**config.mk**
```make
export PLATFORM = sky130hd
export DESIGN_NAME = fetch_controller
export DESIGN_NICKNAME = d
export VERILOG_FILES = /design/src/rtl/fetch_controller.sv
export SDC_FILE = /design/constraint.sdc
export NUM_CORES = 1
export LEC_CHECK = 0
export ABC_CLOCK_PERIOD_IN_PS = 3700
export CAP_MARGIN = 20
export CORE_ASPECT_RATIO = 0.8
export CORE_MARGIN = 2
export CORE_UTILIZATION = 43
export CTS_BUF_LIST = sky130_fd_sc_hd__clkbuf_8
export CTS_CLUSTER_DIAMETER = 40
export DETAILED_ROUTE_END_ITERATION = 10
export PLACE_DENSITY = 0.87
export SYNTH_ARGS = -nofsm -noshare
export SYNTH_HDL_FRONTEND = slang
export SYNTH_SLANG_ARGS = --single-unit
```
**constraint.sdc**
```tcl
create_clock -name clk -period 3.7 [get_ports clk]
set_input_delay 0.925 -clock clk [delete_from_list [all_inputs] [get_ports clk]]
set_output_delay 0.925 -clock clk [all_outputs]
set_load 0.01 [all_outputs]
```
**src/rtl/fetch_controller.sv**
```systemverilog
// Instruction fetch stage: PC sequencing, stall/redirect FSM and a registered IF/ID pipeline latch.
// Optional: define FETCH_BOUNDS_CHECK_EN to halt on fetches beyond IMEM_WORDS*4.
module fetch_controller #(
    parameter int unsigned IMEM_WORDS = 32,
    parameter int unsigned CNT_W      = 16
) (
    input  logic             clk,
    input  logic             rst,
    input  logic             freeze,
    input  logic             branch_taken,
    input  logic [31:0]      branch_addr,
    output logic [31:0]      mem_addr,
    input  logic [31:0]      mem_instr,
    output logic [31:0]      if_pc,
    output logic [31:0]      if_instr,
    output logic             if_valid,
    output logic [1:0]       state,
    output logic [CNT_W-1:0] fetch_count
);

    typedef enum logic [1:0] {
        RUN      = 2'd0,
        STALL    = 2'd1,
        REDIRECT = 2'd2,
        HALT     = 2'd3
    } state_e;

`ifdef FETCH_BOUNDS_CHECK_EN
    localparam bit BOUNDS_EN = 1'b1;
`else
    localparam bit BOUNDS_EN = 1'b0;
`endif
    localparam logic [31:0] IMEM_BYTES = 32'(IMEM_WORDS * 4);

    state_e           state_q;
    logic [31:0]      pc_q;
    logic [31:0]      if_pc_q;
    logic [31:0]      if_instr_q;
    logic             if_valid_q;
    logic [CNT_W-1:0] cnt_q;

    logic [31:0]      pc_d;
    logic [CNT_W-1:0] cnt_d;
    logic             oob_d;

    assign pc_d  = pc_q + 32'd4;
    assign cnt_d = (cnt_q == '1) ? cnt_q : cnt_q + CNT_W'(1);
    assign oob_d = BOUNDS_EN && (pc_q >= IMEM_BYTES);

    // REDIRECT and STALL both resolve like RUN; only HALT is sticky.
    always_ff @(posedge clk or posedge rst) begin
        if (rst) begin
            state_q    <= RUN;
            pc_q       <= '0;
            if_pc_q    <= '0;
            if_instr_q <= '0;
            if_valid_q <= 1'b0;
            cnt_q      <= '0;
        end else if (branch_taken) begin
            pc_q       <= branch_addr & ~32'd3;
            if_pc_q    <= '0;
            if_instr_q <= '0;
            if_valid_q <= 1'b0;
            state_q    <= REDIRECT;
        end else begin
            case (state_q)
                HALT: begin
                    if_valid_q <= 1'b0;
                end
                default: begin
                    if (freeze) begin
                        state_q <= STALL;
                    end else if (oob_d) begin
                        if_valid_q <= 1'b0;
                        state_q    <= HALT;
                    end else begin
                        if_instr_q <= mem_instr;
                        if_pc_q    <= pc_d;
                        if_valid_q <= 1'b1;
                        pc_q       <= pc_d;
                        cnt_q      <= cnt_d;
                        state_q    <= RUN;
                    end
                end
            endcase
        end
    end

    assign mem_addr    = pc_q;
    assign if_pc       = if_pc_q;
    assign if_instr    = if_instr_q;
    assign if_valid    = if_valid_q;
    assign state       = state_q;
    assign fetch_count = cnt_q;

endmodule
```
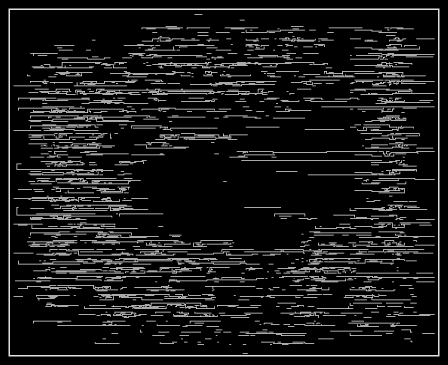
Figure 1: run 1, the metal 1 layer.
longest straight run	42.8 µm
main direction	horizontal
share of all routed wire	45%
nets with wire on the layer	698
met1 GRT Util: 0.290
via count: 4783
Routed WL: 14200 µm

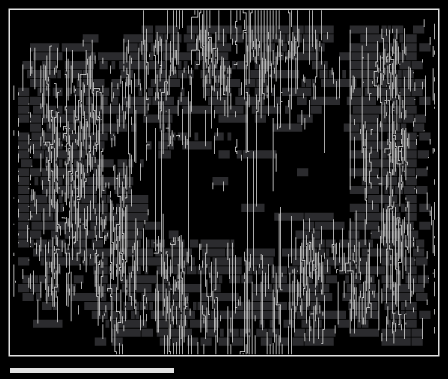
Figure 2: run 1, M2 wires.
Bar = 50 µm.
share of all routed wire	47%
nets with wire on the layer	669
wire length on this layer	6620 µm
main direction	vertical
GR Util met2: 0.327

==> impl_metrics.tcl, run 1 <==
# flow metrics
set metrics [dict create \
    ys_top_logic_family "simple AND/OR/NAND/NOR gates" \
    cts_setup_buffers 0 \
    power.density_nw_per_um2 366 \
    ys_cells 584 \
    area.growth.synth_to_final_pct 38.3 \
    hp-class "flop to flop" \
    rsz0062_at_grt "no" \
    seqPwrFrac 0.524 \
    period_used_share 0.728 \
    fp_util 0.446 \
    post_cts_resized 0 \
    cts.path.max_buffers 2 \
    crit_arrival_ps 2990 \
    async_flop_share 1.00 \
    fmax_mhz 371 \
    clk_pin_slew_ps 100 \
    synthAdderAreaFrac 0.00454 \
    post_synth_instance_area_um2 5510 \
    fin_crit_ps 2690 \
    finalHoldViolations 0 \
    grt_antenna_before_repair 0 \
    synth_top_flop_cell "dfrtp_1" \
    root_buffer "clkbuf_8" \
    post-dp-hpwl_um 10000 \
    wl_per_cell_um 15.4 \
    die.size.y_um 105 \
    final-setup-viol-count 0 \
    clockPowerShare 0.239 \
    cp.required_ps 3990 \
    p_sw_frac 0.305 \
    critPathMaxFanout 20 \
    status "finished, final reports clean" \
    yosys_warnings 0 \
    design.core.area_um2 12300 \
    tool_warnings 30 \
    p_switching_uw 850 \
    critPathKind "primary input to flop" \
    startpoint_type "primary input" \
    pwr-share-comb 0.237 \
    slew_headroom 0.464 \
    largest_reg_flops 32 \
    grt_max_degree 125 \
    tightest_slew_ps 798 \
    yosys_area_um2 5510 \
    routabilityCongestion 0.864 \
    fin_util 0.617 \
    fill_cells 1007 \
    synth_flops 112 \
    logic_area_um2 2490 \
    yosysSeqAreaShare 0.509 \
    portBuffers 178 \
    synthCells 584 \
    cap_violations 0 \
    synth.cellmix.simpleShare 0.219 \
    setup_tns_ps 0 \
    seqCellArea_um2 2800 \
    skew_ps 14.5 \
    layout_top_cell "clkdlybuf4s50_1" \
    clkLatencyLatePin_ps 390 \
    htreeDepth 3 \
    drtAntennaViolNets 0 \
    dieArea_um2 13700 \
    crit_path_max_incr_delay_ps 600 \
    grt_usage 0.208 \
    drc_errors 0 \
    p_leak_nw 3.08 \
    lay_top_cells "clkdlybuf4s50_1, nand2_1, dfrtp_1" \
    endpoint_kind "flop" \
    cts_tree "built" \
    cts.sink_count 112 \
    mux_share 0.00204 \
    postSynthAreaPerCell_um2 9.43 \
    synth.distinct_cells 42 \
    p_int_mw 1.94 \
    diodes 0 \
    cp_num_buf_inv 1 \
    final_nets 811 \
]
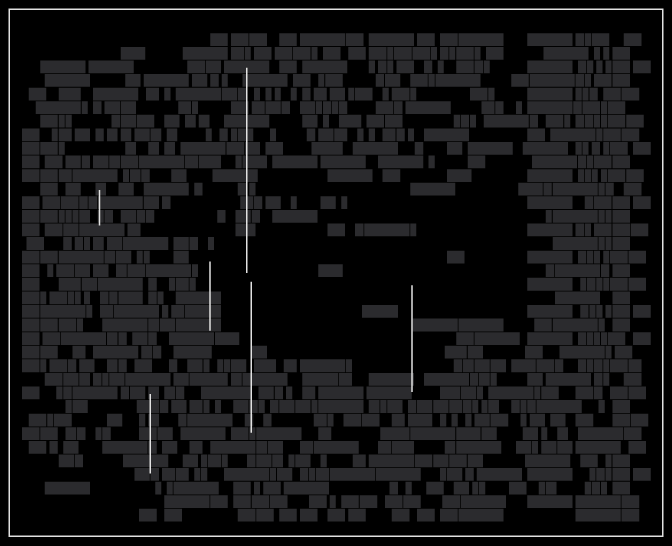
Figure 3: run 1, the metal 4 layer.
wire length on this layer	128 µm
main direction	vertical
nets with wire on the layer	4
longest straight run	40.8 µm
share of all routed wire	0.90%

==> run 1: synthesized netlist by cell type (2+ instances only) <==
| cell | number | area (µm²) |
|---|---|---|
| a211oi_1 | 24 | 180 |
| a211oi_2 | 3 | 37.5 |
| a21o_1 | 3 | 22.5 |
| a21oi_1 | 37 | 185 |
| and2_1 | 4 | 25.0 |
| and3_1 | 9 | 56.3 |
| and4_1 | 5 | 43.8 |
| buf_1 | 7 | 26.3 |
| buf_2 | 8 | 40.0 |
| buf_4 | 5 | 37.5 |
| buf_6 | 2 | 22.5 |
| clkbuf_1 | 19 | 71.3 |
| dfrtp_1 | 112 | 2800 |
| ha_1 | 2 | 25.0 |
| inv_1 | 7 | 26.3 |
| nand2_1 | 116 | 435 |
| nand3_1 | 24 | 120 |
| nand3_2 | 3 | 30.0 |
| nand4_1 | 18 | 113 |
| nand4_2 | 2 | 25.0 |
| nor2_1 | 43 | 161 |
| nor3_1 | 10 | 50.1 |
| nor3_2 | 2 | 20.0 |
| nor4_1 | 3 | 18.8 |
| nor4_4 | 2 | 42.5 |
| o21ai_0 | 28 | 140 |
| o21ai_1 | 2 | 10.0 |
| xnor2_1 | 29 | 254 |
| xor2_1 | 42 | 368 |
==> run 1: final cells by class <==
type,instances,share of cell area
Clock buffer,9,0.0163
Clock inverter,7,0.00640
Inverter,7,0.00394
Multi-Input combinational cell,424,0.327
Sequential cell,112,0.368
Tap cell,171,0.0281
Timing Repair Buffer,187,0.250
==> run 1: stage by stage <==
stage	setup slack (ps)	instance area (µm²)	total power, mW	instances
finish	1010	7620	2.79	917
global route	801	7620	2.95	917
CTS	1030	7580	2.83	915
floorplan	1420	5520	1.77	585
detailed placement	623	7410	2.15	899
global placement	671	7410	2.12	899
==> run 1: metal layers <==
metal	global-route usage	wire length, µm
met4	0.0562	127
met2	0.327	6620
met3	0.0508	1050
met5	0	0
met1	0.290	6360
==> run 1: worst paths after layout <==
check                                            start                     endpoint  slack (ps)  cells after the start
setup / recovery                                freeze     mem_addr[31]$_DFFE_PP0P_        1010                      6
hold / removal             fetch_count[10]$_DFFE_PP0P_  fetch_count[10]$_DFFE_PP0P_         510                      1
setup reg to reg               mem_addr[2]$_DFFE_PP0P_        if_pc[26]$_DFFE_PP0P_        1330                      6
hold reg to reg            fetch_count[10]$_DFFE_PP0P_  fetch_count[10]$_DFFE_PP0P_         510                      1
max in group asynchronous                          rst     if_instr[27]$_DFFE_PP0P_        2000                      3
min in group asynchronous                          rst   fetch_count[7]$_DFFE_PP0P_         980                      2
==> run 1: logic make-up after synthesis <==
kind of cell,count (synthesis)
AND/OR/NAND/NOR,247
flip-flops,112
AND-OR/OR-AND,101
XOR/XNOR,71
buffers and inverters,49
adder cells (fa/ha/maj),2
other,1
multiplexers,1
==> run 1: power by group through the flow <==
stage	Combinational [mW]	Clock (mW)	Sequential, mW
global placement	0.646	0	1.48
global route	0.720	0.748	1.48
CTS	0.668	0.700	1.46
floorplan	0.265	0	1.50
finish	0.661	0.667	1.46
detailed placement	0.664	0	1.48
==> run 1: worst register-to-register path: stages, from the launching register on <==
cell      delay, ps
dfrtp_1         470
ha_1            290
nand3_4         170
nor4_4          670
nand3_1         190
xor2_1          190
a211oi_1        280
## Run 2: what changed since run 1
==> config.mk (replaced) <==
export PLATFORM = sky130hd
export DESIGN_NAME = fetch_controller
export DESIGN_NICKNAME = d
export VERILOG_FILES = /design/src/rtl/fetch_controller.sv
export SDC_FILE = /design/constraint.sdc
export NUM_CORES = 1
export LEC_CHECK = 0
export ABC_CLOCK_PERIOD_IN_PS = 2500
export CAP_MARGIN = 20
export CORE_ASPECT_RATIO = 0.8
export CORE_MARGIN = 2
export CORE_UTILIZATION = 48
export CTS_BUF_LIST = sky130_fd_sc_hd__clkbuf_8
export CTS_CLUSTER_DIAMETER = 40
export DETAILED_ROUTE_END_ITERATION = 10
export PLACE_DENSITY = 0.91
export SYNTH_ARGS = -nofsm -noshare
export SYNTH_HDL_FRONTEND = slang
export SYNTH_SLANG_ARGS = --single-unit
==> constraint.sdc (replaced) <==
create_clock -name clk -period 2.5 [get_ports clk]
set_input_delay 0.625 -clock clk [delete_from_list [all_inputs] [get_ports clk]]
set_output_delay 0.625 -clock clk [all_outputs]
set_load 0.01 [all_outputs]
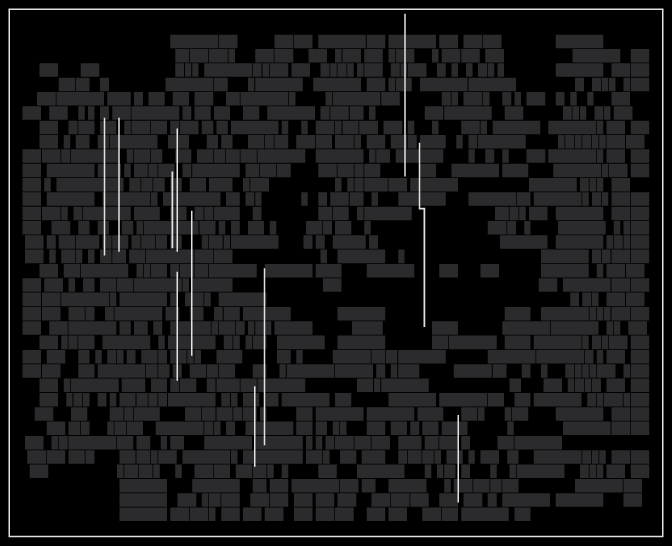
Figure 4: run 2, the metal 4 layer.
nets with wire on the layer	10
share of all routed wire	1.8%
wire length on this layer	267 µm
main direction	vertical
Routed WL: 14500 µm
via count: 4924

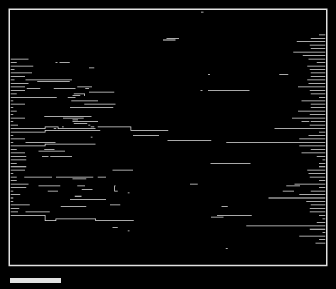
Figure 5: run 2, signal wires on met3.
Bar = 20 µm.
longest straight run	38.5 µm
share of all routed wire	8.2%
Global Route met3 Usage: 0.0568

==> impl_metrics.tcl, run 2 <==
# flow metrics
set metrics [dict create \
    lay_top_cells "clkdlybuf4s50_1, nand2_1, dfrtp_1" \
    setup_tns_ps 0 \
    synth.distinct_cells 42 \
    final_nets 819 \
    cap_violations 0 \
    final-setup-viol-count 0 \
    fin_area_um2 7660 \
    crit_arrival_ps 1570 \
    hp-class "flop to flop" \
    die.size.y_um 99.8 \
    routabilityCongestion 0.855 \
    synth_top_cell_by_count "nand2_1" \
    synth_flops 112 \
    fmax_mhz 455 \
    fp_util 0.500 \
    area.growth.synth_to_final_pct 39.0 \
    drtAntennaViolNets 0 \
    critPathMaxFanout 10 \
    grt_max_degree 125 \
    rsz0062_at_grt "no" \
    post_synth_instance_area_um2 5510 \
    cp_num_buf_inv 1 \
    yosys_warnings 0 \
    startpoint_type "flop" \
    edf_count 0 \
    finalHoldViolations 0 \
    synth_top_area_share 0.509 \
    crit_path_max_incr_delay_ps 610 \
    reg2reg_slack_ps 430 \
    cts.path.max_buffers 2 \
    clk_pin_slew_ps 110 \
    p_leak_nw 3.11 \
    critPathKind "flop to output pin" \
    synthTopCellsByArea "dfrtp_1, nand2_1, xor2_1, xnor2_1, a21oi_1" \
    viasPerCell 5.48 \
    tightest_slew_ps 584 \
    portBuffers 178 \
    async_flop_share 1.00 \
    root_buffer "clkbuf_8" \
    synth_top_flop_cell "dfrtp_1" \
    ys_cells 584 \
    postSynthAreaPerCell_um2 9.43 \
    ys_top_logic_family "simple AND/OR/NAND/NOR gates" \
    yosysSeqAreaShare 0.509 \
    cts_setup_buffers 0 \
    slew_headroom 0.611 \
    post-dp-hpwl_um 10300 \
    layout_top_cell "clkdlybuf4s50_1" \
    endpoint_kind "output pin" \
    cts.sink_count 112 \
    grt_antenna_before_repair 0 \
    top_cells_by_count "nand2_1, dfrtp_1, nor2_1, xor2_1, a21oi_1" \
    clkLatencyLatePin_ps 370 \
    htreeDepth 3 \
    dieArea_um2 12400 \
    place_area_um2 7470 \
    cp.required_ps 1880 \
    design.core.area_um2 11000 \
    diodes 0 \
    skew_ps 12.0 \
    synthCells 584 \
    fin_crit_ps 2200 \
    ios 183 \
    yosys.area.top_type "dfrtp_1" \
    power.density_nw_per_um2 543 \
    drc_errors 0 \
    largest_reg_flops 32 \
    mux_share 0.00204 \
    vdd_ir_drop_max_uv 345 \
    yosys_area_um2 5510 \
    period_used_share 0.879 \
    synth.cellmix.simpleShare 0.219 \
    status "finished, final reports clean" \
    fill_cells 806 \
    tool_warnings 30 \
]
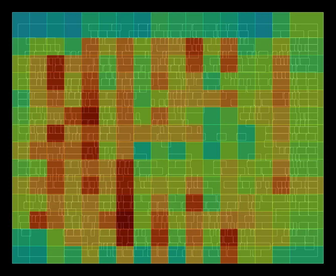
Figure 6: run 2, congestion heat map.
gr busiest metal: met2
WL/cell: 16.2 µm
gr usage total: 0.238

[run 2: logic make-up after synthesis]
family                   count (synthesis)
other                                    1
multiplexers                             1
XOR/XNOR                                71
adder cells (fa/ha/maj)                  2
AND/OR/NAND/NOR                        247
buffers and inverters                   49
AND-OR/OR-AND                          101
flip-flops                             112
[run 2: metrics by stage]
step                hold WS, ps  instances  power [mW]  utilization  worst slack (ps)
floorplan                   522        585        2.61            -               518
global placement            482        882        3.14        0.678               115
detailed placement          515        882        3.19        0.678              42.9
CTS                         529        898        4.20        0.695               303
global route                546        898        4.38        0.695               258
finish                      527        898        4.16        0.695               302
[run 2: worst paths after layout]
| kind | start | endpoint | cells past startpoint |
|---|---|---|---|
| max reg2reg | mem_addr[2]$_DFFE_PP0P_ | if_pc[16]$_DFFE_PP0P_ | 7 |
| min in group asynchronous | rst | if_pc[13]$_DFFE_PP0P_ | 2 |
| min reg2reg | if_instr[6]$_DFFE_PP0P_ | if_instr[6]$_DFFE_PP0P_ | 2 |
| max | mem_addr[9]$_DFFE_PP0P_ | mem_addr[9] | 1 |
| max in group asynchronous | rst | if_pc[23]$_DFFE_PP0P_ | 3 |
| min | if_instr[6]$_DFFE_PP0P_ | if_instr[6]$_DFFE_PP0P_ | 2 |
[run 2: power by group]
| part | internal, mW | switching (mW) | total (mW) |
|---|---|---|---|
| Combinational | 0.543 | 0.438 | 0.981 |
| Clock | 0.392 | 0.614 | 1.01 |
| Sequential | 1.97 | 0.205 | 2.17 |
[run 2: cell type report]
| class | count | area (µm²) | share of cell area |
|---|---|---|---|
| sequential | 112 | 2800 | 0.366 |
| multi-input combinational | 424 | 2490 | 0.325 |
| timing repair buffer | 195 | 1970 | 0.257 |
| tap | 144 | 180 | 0.0235 |
| clock buffer | 10 | 138 | 0.0180 |
| clock inverter | 6 | 45.0 | 0.00588 |
| inverter | 7 | 30.0 | 0.00392 |
[run 2: metal layers]
| metal | global-route usage | wire (µm) | vias to the layer above |
|---|---|---|---|
| met5 | 0 | 0 | - |
| met4 | 0.0673 | 266 | 0 |
| met3 | 0.0568 | 1200 | 26 |
| met2 | 0.384 | 6930 | 225 |
| met1 | 0.322 | 6150 | 2373 |
| li1 | - | - | 2300 |
[run 2: worst register-to-register path: stages, from the launching register on]
cell and delay [ps]:
dfrtp_1 470, ha_1 300, nand3_4 170, nor4_4 280, buf_4 230, nand3_1 110, xor2_1 160, a211oi_1 260
Power is estimated from default activity; no workload was simulated.
